Met1 routing:
Supply wires on this layer in gray.
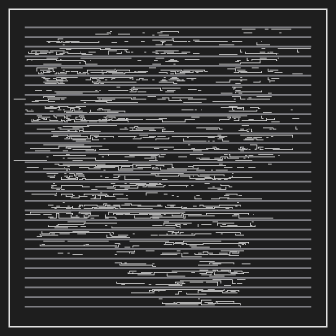
M2 wires:
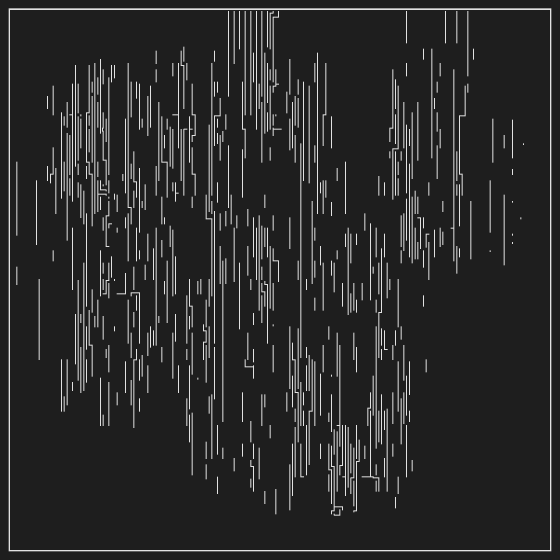
Signal wires on met3:
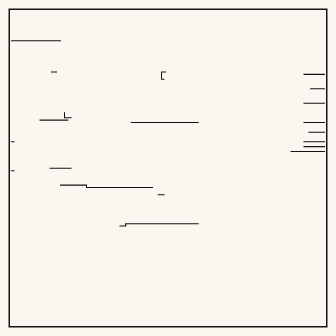
Wiring heat map:
Scale bar: 20 um. The die is cut into 18 by 18 equal tiles; dark purple is low, yellow is high, scaled to the fullest tile. Values are wire area over tile area, all layers added.
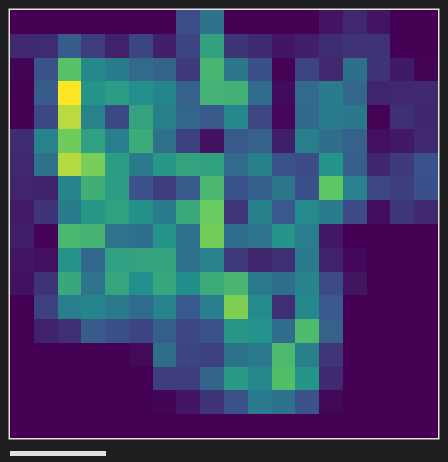
## config.mk

```make
export PLATFORM = sky130hd
export DESIGN_NAME = tmds_channel_decoder
export DESIGN_NICKNAME = d
export VERILOG_FILES = /design/src/rtl/tmds_pkg.sv /design/src/rtl/tmds_channel_decoder_aligner.sv /design/src/rtl/tmds_channel_decoder.sv
export SDC_FILE = /design/constraint.sdc
export NUM_CORES = 1
export LEC_CHECK = 0
export CAP_MARGIN = 40
export CORE_MARGIN = 4
export CORE_UTILIZATION = 40
export CTS_CLUSTER_SIZE = 12
export DETAILED_ROUTE_END_ITERATION = 10
export HOLD_SLACK_MARGIN = 0.06
export PLACE_DENSITY = 0.62
export SYNTH_ARGS = -nofsm -noshare
export SYNTH_HDL_FRONTEND = slang
export SYNTH_SLANG_ARGS = --single-unit
```

## constraint.sdc

```tcl
create_clock -name i_clk -period 1.95 [get_ports i_clk]
set_clock_uncertainty 0.1 [all_clocks]
set_input_delay 0.39 -clock i_clk [delete_from_list [all_inputs] [get_ports i_clk]]
set_output_delay 0.39 -clock i_clk [all_outputs]
set_load 0.02 [all_outputs]
```

## src/rtl/tmds_pkg.sv

```systemverilog
// Shared TMDS definitions, used by both the encoder and the decoder.
//   tmds_word_t     - one 10-bit TMDS symbol, bit 0 first on the wire
//   TMDS_CTRL_xx    - the four control tokens, one per {c1,c0} value
//   tmds_dec_t      - decoded symbol {is_ctrl, ctrl[1:0], data[7:0]}
//   align_state_t   - word-aligner FSM states
//   tmds_is_ctrl()  - control-token match
//   tmds_decode()   - full symbol decode
package tmds_pkg;

    typedef logic [9:0] tmds_word_t;

    localparam tmds_word_t TMDS_CTRL_00 = 10'b1101010100;
    localparam tmds_word_t TMDS_CTRL_01 = 10'b0010101011;
    localparam tmds_word_t TMDS_CTRL_10 = 10'b0101010100;
    localparam tmds_word_t TMDS_CTRL_11 = 10'b1010101011;

    typedef struct packed {
        logic       is_ctrl;
        logic [1:0] ctrl;
        logic [7:0] data;
    } tmds_dec_t;

    typedef enum logic [1:0] {
        ST_SEARCH    = 2'd0,
        ST_WAIT_SLIP = 2'd1,
        ST_LOCKED    = 2'd2
    } align_state_t;

    function automatic logic tmds_is_ctrl(input tmds_word_t w);
        return (w == TMDS_CTRL_00) || (w == TMDS_CTRL_01) ||
               (w == TMDS_CTRL_10) || (w == TMDS_CTRL_11);
    endfunction

    function automatic tmds_dec_t tmds_decode(input tmds_word_t w);
        tmds_dec_t  r;
        logic [7:0] d;
        r         = '0;
        // bit 9 flags an inverted payload, bit 8 selects XOR vs XNOR chaining
        d         = w[9] ? ~w[7:0] : w[7:0];
        r.data[0] = d[0];
        for (int i = 1; i < 8; i++)
            r.data[i] = w[8] ? (d[i] ^ d[i-1]) : ~(d[i] ^ d[i-1]);
        r.is_ctrl = tmds_is_ctrl(w);
        case (w)
            TMDS_CTRL_01: r.ctrl = 2'b01;
            TMDS_CTRL_10: r.ctrl = 2'b10;
            TMDS_CTRL_11: r.ctrl = 2'b11;
            default:      r.ctrl = 2'b00;
        endcase
        return r;
    endfunction

endpackage

```

## src/rtl/tmds_channel_decoder_aligner.sv

```systemverilog
// tmds_word_aligner: word-alignment FSM for one TMDS channel.
//   SEARCH    - look for CTRL_RUN_MIN consecutive tokens; after SEARCH_TIMEOUT
//               cycles without one, pulse o_bitslip and go to WAIT_SLIP.
//   WAIT_SLIP - ignore SLIP_WAIT cycles while the deserializer settles.
//   LOCKED    - drop back to SEARCH after LOCK_TIMEOUT cycles without a token.
// Ports:
//   i_clk, i_rst        clock, synchronous active-high reset
//   i_is_ctrl           stage-1 control-token flag
//   o_aligned           1 while LOCKED (registered with the state)
//   o_bitslip           one-cycle rotate request
//   o_lock_loss_count   saturating LOCKED->SEARCH count
//                       (only with TMDS_DEC_LOCK_STATS_EN)
module tmds_word_aligner import tmds_pkg::*; #(
    parameter int SEARCH_TIMEOUT = 2048,
    parameter int CTRL_RUN_MIN   = 8,
    parameter int SLIP_WAIT      = 4,
    parameter int LOCK_TIMEOUT   = 4096
) (
    input  logic        i_clk,
    input  logic        i_rst,
    input  logic        i_is_ctrl,
    output logic        o_aligned,
    output logic        o_bitslip
`ifdef TMDS_DEC_LOCK_STATS_EN
   ,output logic [15:0] o_lock_loss_count
`endif
);

    localparam int TW = $clog2(SEARCH_TIMEOUT);
    localparam int RW = $clog2(CTRL_RUN_MIN + 1);
    localparam int WW = $clog2(SLIP_WAIT + 1);
    localparam int IW = $clog2(LOCK_TIMEOUT);

    align_state_t  state_q, state_d;
    logic [TW-1:0] timer_q, timer_d;
    logic [RW-1:0] run_cnt_q, run_cnt_d;
    logic [WW-1:0] wait_cnt_q, wait_cnt_d;
    logic [IW-1:0] idle_cnt_q, idle_cnt_d;
    logic          aligned_q, aligned_d;
    logic          bitslip_q, bitslip_d;

    always_comb begin
        state_d    = state_q;
        timer_d    = timer_q;
        run_cnt_d  = run_cnt_q;
        wait_cnt_d = wait_cnt_q;
        idle_cnt_d = idle_cnt_q;
        bitslip_d  = 1'b0;
        case (state_q)
            ST_SEARCH: begin
                if (timer_q != '1) timer_d = timer_q + 1'b1;
                if (!i_is_ctrl)           run_cnt_d = '0;
                else if (run_cnt_q != '1) run_cnt_d = run_cnt_q + 1'b1;
                // lock is checked first so a qualifying run beats the timeout
                if (i_is_ctrl && run_cnt_q == RW'(CTRL_RUN_MIN - 1)) begin
                    state_d    = ST_LOCKED;
                    idle_cnt_d = '0;
                end else if (timer_q == TW'(SEARCH_TIMEOUT - 1)) begin
                    state_d    = ST_WAIT_SLIP;
                    bitslip_d  = 1'b1;
                    wait_cnt_d = '0;
                end
            end
            ST_WAIT_SLIP: begin
                if (wait_cnt_q == WW'(SLIP_WAIT - 1)) begin
                    state_d   = ST_SEARCH;
                    timer_d   = '0;
                    run_cnt_d = '0;
                end else begin
                    wait_cnt_d = wait_cnt_q + 1'b1;
                end
            end
            ST_LOCKED: begin
                if (i_is_ctrl) begin
                    idle_cnt_d = '0;
                end else if (idle_cnt_q == IW'(LOCK_TIMEOUT - 1)) begin
                    state_d    = ST_SEARCH;
                    idle_cnt_d = '0;
                    timer_d    = '0;
                    run_cnt_d  = '0;
                end else begin
                    idle_cnt_d = idle_cnt_q + 1'b1;
                end
            end
            default: state_d = ST_SEARCH;
        endcase
        aligned_d = (state_d == ST_LOCKED);
    end

    always_ff @(posedge i_clk) begin
        if (i_rst) begin
            state_q    <= ST_SEARCH;
            timer_q    <= '0;
            run_cnt_q  <= '0;
            wait_cnt_q <= '0;
            idle_cnt_q <= '0;
            aligned_q  <= 1'b0;
            bitslip_q  <= 1'b0;
        end else begin
            state_q    <= state_d;
            timer_q    <= timer_d;
            run_cnt_q  <= run_cnt_d;
            wait_cnt_q <= wait_cnt_d;
            idle_cnt_q <= idle_cnt_d;
            aligned_q  <= aligned_d;
            bitslip_q  <= bitslip_d;
        end
    end

    assign o_aligned = aligned_q;
    assign o_bitslip = bitslip_q;

`ifdef TMDS_DEC_LOCK_STATS_EN
    logic [15:0] loss_q, loss_d;

    always_comb begin
        loss_d = loss_q;
        if (state_q == ST_LOCKED && state_d == ST_SEARCH && loss_q != '1)
            loss_d = loss_q + 1'b1;
    end

    always_ff @(posedge i_clk) begin
        if (i_rst) loss_q <= '0;
        else       loss_q <= loss_d;
    end

    assign o_lock_loss_count = loss_q;
`endif

endmodule

```

## src/rtl/tmds_channel_decoder.sv

```systemverilog
// tmds_channel_decoder: one TMDS receive channel.
// Stage 1 registers the raw word and its token flag (which drives the
// aligner); stage 2 registers the decoded outputs, gated by o_aligned.
// Optional: define TMDS_DEC_LOCK_STATS_EN to add o_lock_loss_count.
// Ports:
//   i_clk, i_rst        pixel clock, synchronous active-high reset
//   i_tmds              10-bit word from the deserializer, bit 0 first
//   o_data              decoded pixel byte (0 on control words)
//   o_control           {c1,c0}; holds across data words
//   o_de                1 = data word, 0 = control token
//   o_aligned           word alignment achieved
//   o_bitslip           one-cycle rotate request to the deserializer
//   o_lock_loss_count   saturating lock-loss count (optional)
module tmds_channel_decoder import tmds_pkg::*; #(
    parameter int SEARCH_TIMEOUT = 2048,
    parameter int CTRL_RUN_MIN   = 8,
    parameter int SLIP_WAIT      = 4,
    parameter int LOCK_TIMEOUT   = 4096
) (
    input  logic        i_clk,
    input  logic        i_rst,
    input  logic [9:0]  i_tmds,
    output logic [7:0]  o_data,
    output logic [1:0]  o_control,
    output logic        o_de,
    output logic        o_aligned,
    output logic        o_bitslip
`ifdef TMDS_DEC_LOCK_STATS_EN
   ,output logic [15:0] o_lock_loss_count
`endif
);

    tmds_word_t word_q, word_d;
    logic       s1_ctrl_q, s1_ctrl_d;
    logic [7:0] data_q, data_d;
    logic [1:0] control_q, control_d;
    logic       de_q, de_d;
    tmds_dec_t  s1_dec;

    always_comb begin
        word_d    = i_tmds;
        s1_ctrl_d = tmds_is_ctrl(i_tmds);
    end

    always_comb begin
        s1_dec    = tmds_decode(word_q);
        data_d    = '0;
        control_d = control_q;
        de_d      = 1'b0;
        // o_aligned is already registered, so gating uses the value that was
        // valid while this word sat in stage 1
        if (!o_aligned) begin
            control_d = '0;
        end else if (s1_dec.is_ctrl) begin
            control_d = s1_dec.ctrl;
        end else begin
            de_d   = 1'b1;
            data_d = s1_dec.data;
        end
    end

    always_ff @(posedge i_clk) begin
        if (i_rst) begin
            word_q    <= '0;
            s1_ctrl_q <= 1'b0;
            data_q    <= '0;
            control_q <= '0;
            de_q      <= 1'b0;
        end else begin
            word_q    <= word_d;
            s1_ctrl_q <= s1_ctrl_d;
            data_q    <= data_d;
            control_q <= control_d;
            de_q      <= de_d;
        end
    end

    assign o_data    = data_q;
    assign o_control = control_q;
    assign o_de      = de_q;

    tmds_word_aligner #(
        .SEARCH_TIMEOUT (SEARCH_TIMEOUT),
        .CTRL_RUN_MIN   (CTRL_RUN_MIN),
        .SLIP_WAIT      (SLIP_WAIT),
        .LOCK_TIMEOUT   (LOCK_TIMEOUT)
    ) u_aligner (
        .i_clk             (i_clk),
        .i_rst             (i_rst),
        .i_is_ctrl         (s1_ctrl_q),
        .o_aligned         (o_aligned),
        .o_bitslip         (o_bitslip)
`ifdef TMDS_DEC_LOCK_STATS_EN
       ,.o_lock_loss_count (o_lock_loss_count)
`endif
    );

endmodule
```

==> results.json <==
{
  "dieHeight_um": 89.24,
  "final_net_count": 395,
  "biggestCellCategory": "logic gates",
  "timing.final.setup_violations": 7,
  "timing.final.ws_setup_ns": -0.06340,
  "cp-end-kind": "register",
  "power_share_of_the_sequential_group_pct": 60.0,
  "violations": "negative setup slack",
  "grt_pass1_vias": 2225,
  "synthXorXnorAreaFrac_pct": 7.630,
  "vias_per_cell": 5.217,
  "timing.critical_path.fanout_max": 5,
  "seq_cell_count": 56,
  "period_needed_ns": 2.013,
  "route.detailed.drc": 0,
  "layout_top_cell_excl_fill_tap": "sky130_fd_sc_hd__buf_4",
  "synth_top_cell_by_count": "sky130_fd_sc_hd__dfxtp_1",
  "diodes": 0,
  "detailroute.wirelength.met2_mm": 2.803,
  "cts.repair_timing.setup_buffer_count": 1,
  "syn-num-nets": 317,
  "yosys.stat.seqShare_pct": 42.46,
  "outcome": "complete, but fails checks",
  "final_cell_mix": "sky130_fd_sc_hd__buf_4, sky130_fd_sc_hd__dfxtp_1, sky130_fd_sc_hd__nor2_1",
  "clock_tree.buffer_depth": 2,
  "final.setup.tns_ns": -0.1789,
  "inv_count": 13,
  "cts-buffers-inserted": 5,
  "combinationalPowerShare_pct": 6.5,
  "num-clock-buffers": 5,
  "comb_power_w": 0.000127,
  "min-delay-path-class": "register to register",
  "clockPowerShare_pct": 33.5,
  "pg_seq_w": 0.00118,
  "post_synth_and_or_nand_nor_area_fraction_pct": 30.28,
  "flow.area_growth_from_synthesis_pct": 37.44,
  "maxCapViolations": 0,
  "final_hold_viol_count": 0
}
## Picture notes: 'met1 routing'
main direction = horizontal
wire length on this layer = 2,850 um
nets with wire on the layer = 369
share of all routed wire = 49%
met1 usage in global routing: 20.77%
total routed wirelength: 5.880 mm
vias after detailed routing: 2,358

## Picture notes: 'M2 wires'
share of all routed wire = 48%
wire length on this layer = 2,800 um
nets with wire on the layer = 322

## Picture notes: 'signal wires on met3'
share of all routed wire = 2.6%
nets with wire on the layer = 17
GRT met3 Usage: 3.226%

## Picture notes: 'wiring heat map'
fullest tile = 0.46
emptiest ninth of the die = south-west
tiles over half the peak = 16%
densest ninth of the die = center
nearly empty tiles = 28%
mean over tiles = 0.11
overall global routing resource usage: 15.46%
average wire per cell in the routed design: 13.01 um

